### src/rtl/field_arbiter_if.sv
// field_arbiter_if
//   Groups the requester, output and status signals of field_arbiter.
//   master : requester/downstream side (drives strobes, fields, clear, ready)
//   slave  : the arbiter itself
// Signals
//   req_valid  [N_REQ]            per-requester capture strobe
//   req_field  [N_REQ*FIELD_SIZE] flattened fields, requester i at [i*FIELD_SIZE +: FIELD_SIZE]
//   clear                         packet-start flush of pending slots
//   out_valid/out_field/out_tag   granted output word
//   out_ready                     downstream accept
//   overflow   [N_REQ]            one-cycle pulse per dropped strobe
//   busy                          any slot pending or output occupied
//   drop_count [16]               dropped-strobe total (zero unless counter built in)
interface field_arbiter_if #(
  parameter int N_REQ      = 4,
  parameter int FIELD_SIZE = 16
);
  localparam int TAG_W = (N_REQ > 1) ? $clog2(N_REQ) : 1;

  logic [N_REQ-1:0]            req_valid;
  logic [N_REQ*FIELD_SIZE-1:0] req_field;
  logic                        clear;
  logic                        out_valid;
  logic [FIELD_SIZE-1:0]       out_field;
  logic [TAG_W-1:0]            out_tag;
  logic                        out_ready;
  logic [N_REQ-1:0]            overflow;
  logic                        busy;
  logic [15:0]                 drop_count;

  modport master (
    output req_valid, req_field, clear, out_ready,
    input  out_valid, out_field, out_tag, overflow, busy, drop_count
  );

  modport slave (
    input  req_valid, req_field, clear, out_ready,
    output out_valid, out_field, out_tag, overflow, busy, drop_count
  );
endinterface

### src/rtl/field_arbiter.sv
// field_arbiter
//   Captures header fields from N_REQ requesters into one holding slot each and
//   forwards them round-robin through a single registered output word.
//   Optional drop counter: define FIELD_ARB_DROP_CNT_EN to enable a saturating
//   16-bit count of dropped strobes; otherwise drop_count is tied to zero.
// Ports
//   i_sys_clk : clock, all state on rising edge
//   i_reset   : asynchronous active-high reset
//   bus       : field_arbiter_if slave modport (requests, output word, status)
//
// Output FSM
//   state | meaning
//   EMPTY | output register holds no word
//   FULL  | out_valid=1, word waits for out_ready
module field_arbiter #(
  parameter int N_REQ      = 4,
  parameter int FIELD_SIZE = 16
) (
  input logic            i_sys_clk,
  input logic            i_reset,
  field_arbiter_if.slave bus
);
  localparam int TAG_W = (N_REQ > 1) ? $clog2(N_REQ) : 1;

  typedef enum logic {EMPTY, FULL} state_t;

  state_t                r_state;
  state_t                w_state_nxt;
  logic [FIELD_SIZE-1:0] r_slot [N_REQ];
  logic [N_REQ-1:0]      r_pend;
  logic [N_REQ-1:0]      r_overflow;
  logic [TAG_W-1:0]      r_last;
  logic [FIELD_SIZE-1:0] r_out_field;
  logic [TAG_W-1:0]      r_out_tag;

  logic                  w_out_valid;
  logic                  w_can_grant;
  logic                  w_found;
  logic                  w_grant;
  logic [TAG_W:0]        w_cand;
  logic [TAG_W-1:0]      w_gnt_idx;
  logic [N_REQ-1:0]      w_gnt_onehot;
  logic [N_REQ-1:0]      w_drop;

  assign w_out_valid = (r_state == FULL);
  assign w_can_grant = !w_out_valid || bus.out_ready;

  // Round-robin search from r_last+1; w_cand is one bit wider so a single
  // subtraction wraps it back into range.
  always_comb begin
    w_found   = 1'b0;
    w_gnt_idx = '0;
    w_cand    = '0;
    for (int k = 1; k <= N_REQ; k++) begin
      w_cand = {1'b0, r_last} + (TAG_W+1)'(k);
      if (w_cand >= (TAG_W+1)'(N_REQ))
        w_cand = w_cand - (TAG_W+1)'(N_REQ);
      if (!w_found && r_pend[w_cand[TAG_W-1:0]]) begin
        w_found   = 1'b1;
        w_gnt_idx = w_cand[TAG_W-1:0];
      end
    end
  end

  // clear suppresses the grant so the flush cannot race with a pending slot
  assign w_grant      = w_can_grant && w_found && !bus.clear;
  assign w_gnt_onehot = w_grant ? (N_REQ'(1) << w_gnt_idx) : '0;
  // a strobe is only lost when its slot is still pending and not leaving now;
  // strobes in the clear cycle start the new packet and are always kept
  assign w_drop       = bus.req_valid & r_pend & ~w_gnt_onehot & {N_REQ{~bus.clear}};

  always_comb begin
    w_state_nxt = r_state;
    case (r_state)
      EMPTY: if (w_grant) w_state_nxt = FULL;
      FULL:  if (bus.out_ready && !w_grant) w_state_nxt = EMPTY;
      default: w_state_nxt = EMPTY;
    endcase
  end

  always_ff @(posedge i_sys_clk or posedge i_reset) begin
    if (i_reset) begin
      r_state     <= EMPTY;
      r_out_field <= '0;
      r_out_tag   <= '0;
      r_last      <= TAG_W'(N_REQ-1);
      r_overflow  <= '0;
      r_pend      <= '0;
      for (int i = 0; i < N_REQ; i++) r_slot[i] <= '0;
    end else begin
      r_state    <= w_state_nxt;
      r_overflow <= w_drop;
      if (w_grant) begin
        r_out_field <= r_slot[w_gnt_idx];
        r_out_tag   <= w_gnt_idx;
        r_last      <= w_gnt_idx;
      end
      for (int i = 0; i < N_REQ; i++) begin
        if (bus.req_valid[i] && !w_drop[i]) begin
          r_slot[i] <= bus.req_field[i*FIELD_SIZE +: FIELD_SIZE];
          r_pend[i] <= 1'b1;
        end else if (bus.clear || w_gnt_onehot[i]) begin
          r_pend[i] <= 1'b0;
        end
      end
    end
  end

`ifdef FIELD_ARB_DROP_CNT_EN
  logic [15:0] r_drop_cnt;
  logic [4:0]  w_drop_pop;
  logic [16:0] w_drop_sum;

  always_comb begin
    w_drop_pop = '0;
    for (int i = 0; i < N_REQ; i++) w_drop_pop = w_drop_pop + 5'(w_drop[i]);
    w_drop_sum = {1'b0, r_drop_cnt} + 17'(w_drop_pop);
  end

  always_ff @(posedge i_sys_clk or posedge i_reset) begin
    if (i_reset) r_drop_cnt <= '0;
    else         r_drop_cnt <= w_drop_sum[16] ? 16'hFFFF : w_drop_sum[15:0];
  end

  assign bus.drop_count = r_drop_cnt;
`else
  assign bus.drop_count = 16'h0000;
`endif

  assign bus.out_valid = w_out_valid;
  assign bus.out_field = r_out_field;
  assign bus.out_tag   = r_out_tag;
  assign bus.overflow  = r_overflow;
  assign bus.busy      = (|r_pend) | w_out_valid;
endmodule

### src/flat_wrapper.sv
// flat-port wrapper written by rule: the top's interface ports become plain ports
module field_arbiter_flat 
#(
  parameter int N_REQ      = 4,
  parameter int FIELD_SIZE = 16
)
  (i_sys_clk, i_reset, bus_req_valid, bus_req_field, bus_clear, bus_out_ready, bus_out_valid, bus_out_field, bus_out_tag, bus_overflow, bus_busy, bus_drop_count);
  field_arbiter_if #(.N_REQ(N_REQ), .FIELD_SIZE(FIELD_SIZE)) bus_i ();
  input logic i_sys_clk;
  input logic i_reset;
  input wire logic [$bits(bus_i.req_valid)-1:0] bus_req_valid;
  input wire logic [$bits(bus_i.req_field)-1:0] bus_req_field;
  input wire logic [$bits(bus_i.clear)-1:0] bus_clear;
  input wire logic [$bits(bus_i.out_ready)-1:0] bus_out_ready;
  output wire logic [$bits(bus_i.out_valid)-1:0] bus_out_valid;
  output wire logic [$bits(bus_i.out_field)-1:0] bus_out_field;
  output wire logic [$bits(bus_i.out_tag)-1:0] bus_out_tag;
  output wire logic [$bits(bus_i.overflow)-1:0] bus_overflow;
  output wire logic [$bits(bus_i.busy)-1:0] bus_busy;
  output wire logic [$bits(bus_i.drop_count)-1:0] bus_drop_count;
  assign bus_i.req_valid = bus_req_valid;
  assign bus_i.req_field = bus_req_field;
  assign bus_i.clear = bus_clear;
  assign bus_i.out_ready = bus_out_ready;
  assign bus_out_valid = bus_i.out_valid;
  assign bus_out_field = bus_i.out_field;
  assign bus_out_tag = bus_i.out_tag;
  assign bus_overflow = bus_i.overflow;
  assign bus_busy = bus_i.busy;
  assign bus_drop_count = bus_i.drop_count;
  field_arbiter #(.N_REQ(N_REQ), .FIELD_SIZE(FIELD_SIZE)) u_core (.i_sys_clk(i_sys_clk), .i_reset(i_reset), .bus(bus_i));
endmodule
### config.mk
export PLATFORM = sky130hd
export DESIGN_NAME = field_arbiter_flat
export DESIGN_NICKNAME = d
export VERILOG_FILES = /design/src/rtl/field_arbiter_if.sv /design/src/rtl/field_arbiter.sv /design/src/flat_wrapper.sv
export SDC_FILE = /design/constraint.sdc
export NUM_CORES = 1
export LEC_CHECK = 0
export CAP_MARGIN = 20
export CORE_ASPECT_RATIO = 0.6
export CORE_MARGIN = 1
export CORE_UTILIZATION = 37
export CTS_CLUSTER_SIZE = 20
export DETAILED_ROUTE_END_ITERATION = 8
export PLACE_DENSITY_LB_ADDON = 0.08
export SLEW_MARGIN = 15
export SYNTH_ARGS = -nofsm -noshare
export SYNTH_HDL_FRONTEND = slang
export SYNTH_SLANG_ARGS = --single-unit
### constraint.sdc
create_clock -name i_sys_clk -period 8.4 [get_ports i_sys_clk]
set_clock_uncertainty 0.05 [all_clocks]
set_input_delay 1.68 -clock i_sys_clk [delete_from_list [all_inputs] [get_ports i_sys_clk]]
set_output_delay 1.68 -clock i_sys_clk [all_outputs]
set_load 0.01 [all_outputs]
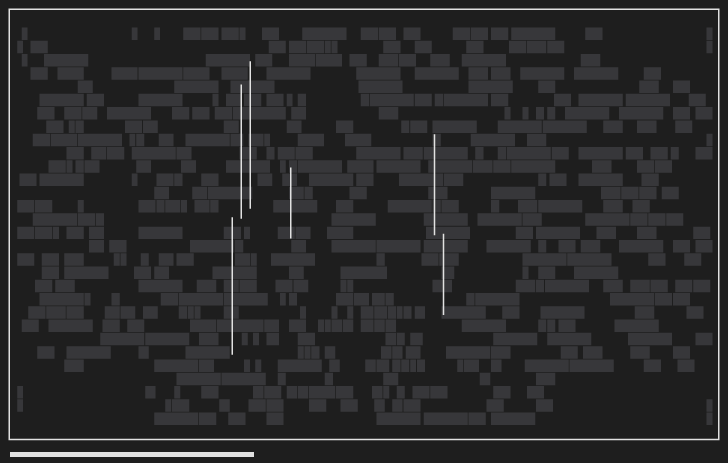
layer_met4.png
Scale bar: 50 µm. Cells faint in the background.
longest straight run: 29.9 µm
nets with wire on the layer: 3
share of all routed wire: 1.2%
total number of vias: 3393
final wirelength: 11800 µm

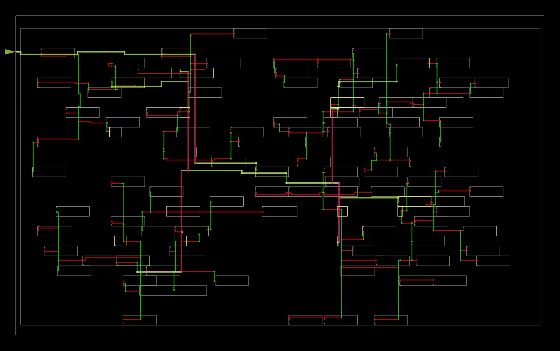
clocks.png
TritonCTS sink count: 93
insertion delay at the late pin of the worst-skew pair: 0.35 ns
CTS buffer count: 9
flip-flops: 93

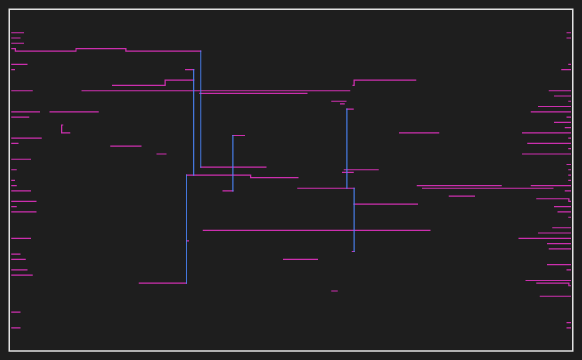
wires.png
Two of the layers only.
legend:
  blue:
    layer: metal 4
    wire_length: 136 µm
  magenta:
    layer: metal 3
    wire_length: 738 µm
average wire per standard cell: 18.6 µm
global routing usage summed across all routing layers: 19.5%

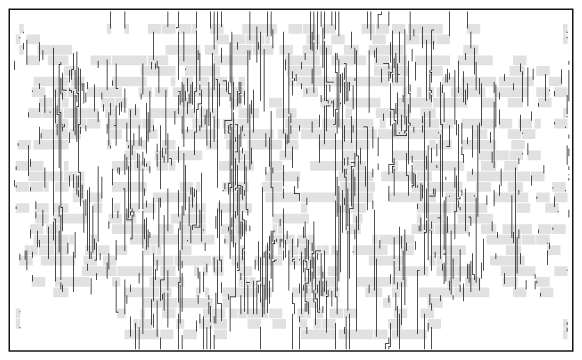
layer_met2.png
Cells faint in the background.
share of all routed wire: 39%
nets with wire on the layer: 457
wire length on this layer: 4630 µm
main direction: vertical
met2 usage in global routing: 26.1%

==> flow_summary.toml <==
# physical design summary
[synthesis]
synthTopCellsByCount = "sky130_fd_sc_hd__dfrtp_1 (91), sky130_fd_sc_hd__mux2_2 (38), sky130_fd_sc_hd__nand2_1 (26), sky130_fd_sc_hd__o21ai_0 (21), sky130_fd_sc_hd__nor3_1 (18)"
synthesis.instances = 384
adder_share_pct = 0
syn_avg_cell_area_um2 = 11.8
post_synthesis_instance_area_um2 = 4540
dominantRegCellSynth = "sky130_fd_sc_hd__dfrtp_1"
synth_async_sr_flop_share_pct = 100
topCellsByArea = "sky130_fd_sc_hd__dfrtp_1 (50%), sky130_fd_sc_hd__mux2_2 (9.4%), sky130_fd_sc_hd__a311o_1 (3.7%)"

[finish]
inverter_tally_of_the_final_layout_excluding_the_clock_network = 2
area.share.sequential_pct = 39.9
largestClassByArea = "sequential cells"
largest_register_ff_count = 64
signal_buffers = 101
mostFrequentLayoutCell = "sky130_fd_sc_hd__clkdlybuf4s50_1"
insertedDiodeCount = 0
combGateArea_um2 = 2020
final_net_count = 540
instances_no_fill = 633
postLayoutCellArea_um2 = 5850

[power]
pwr.group.sequential_mw = 0.696
relative_contribution_of_combinational_cells_to_total_power_pct = 35.4
p_leak_nw = 2.38
pwr_top = "sequential cells"
logic_power_comb_mw = 0.592
internal_power_mw = 1.10
switching_power_mw = 0.575

[floorplan]
rows = 30
tapcell.inserted = 160
initCoreUtil_pct = 39.0
num_io_pins = 112

[critical_path]
critical_path.top_delay_family = "buffers and inverters"
critical_path.endpoint = "u_core.r_slot[25]"
crit_cells = 5
path_class = "in2reg"
r2r_slack_ns = 5.53

[clock_network]
path_clk_slew_ns = 0.07
post_cts_hold_buffer_count = 0
postCtsSetupRepairBufs = 0
ctsResizeCount = 0

[final_timing]
setup_violations = 0
worst_pin_slew_ns = 0.956
final_hold_viol_count = 0
grt_setup_unrepaired = "false"

[run_status]
outcome = "finished clean"

[global_routing]
grt_overflow_total = 0
grt_antenna_before_repair = 0
grt_first_pass_wirelength_um = 18600

[routing]
sum_of_routed_wire_segments_on_met1_um = 6290

[min_path]
min-delay-start = "u_core.bus.out_tag[1]"
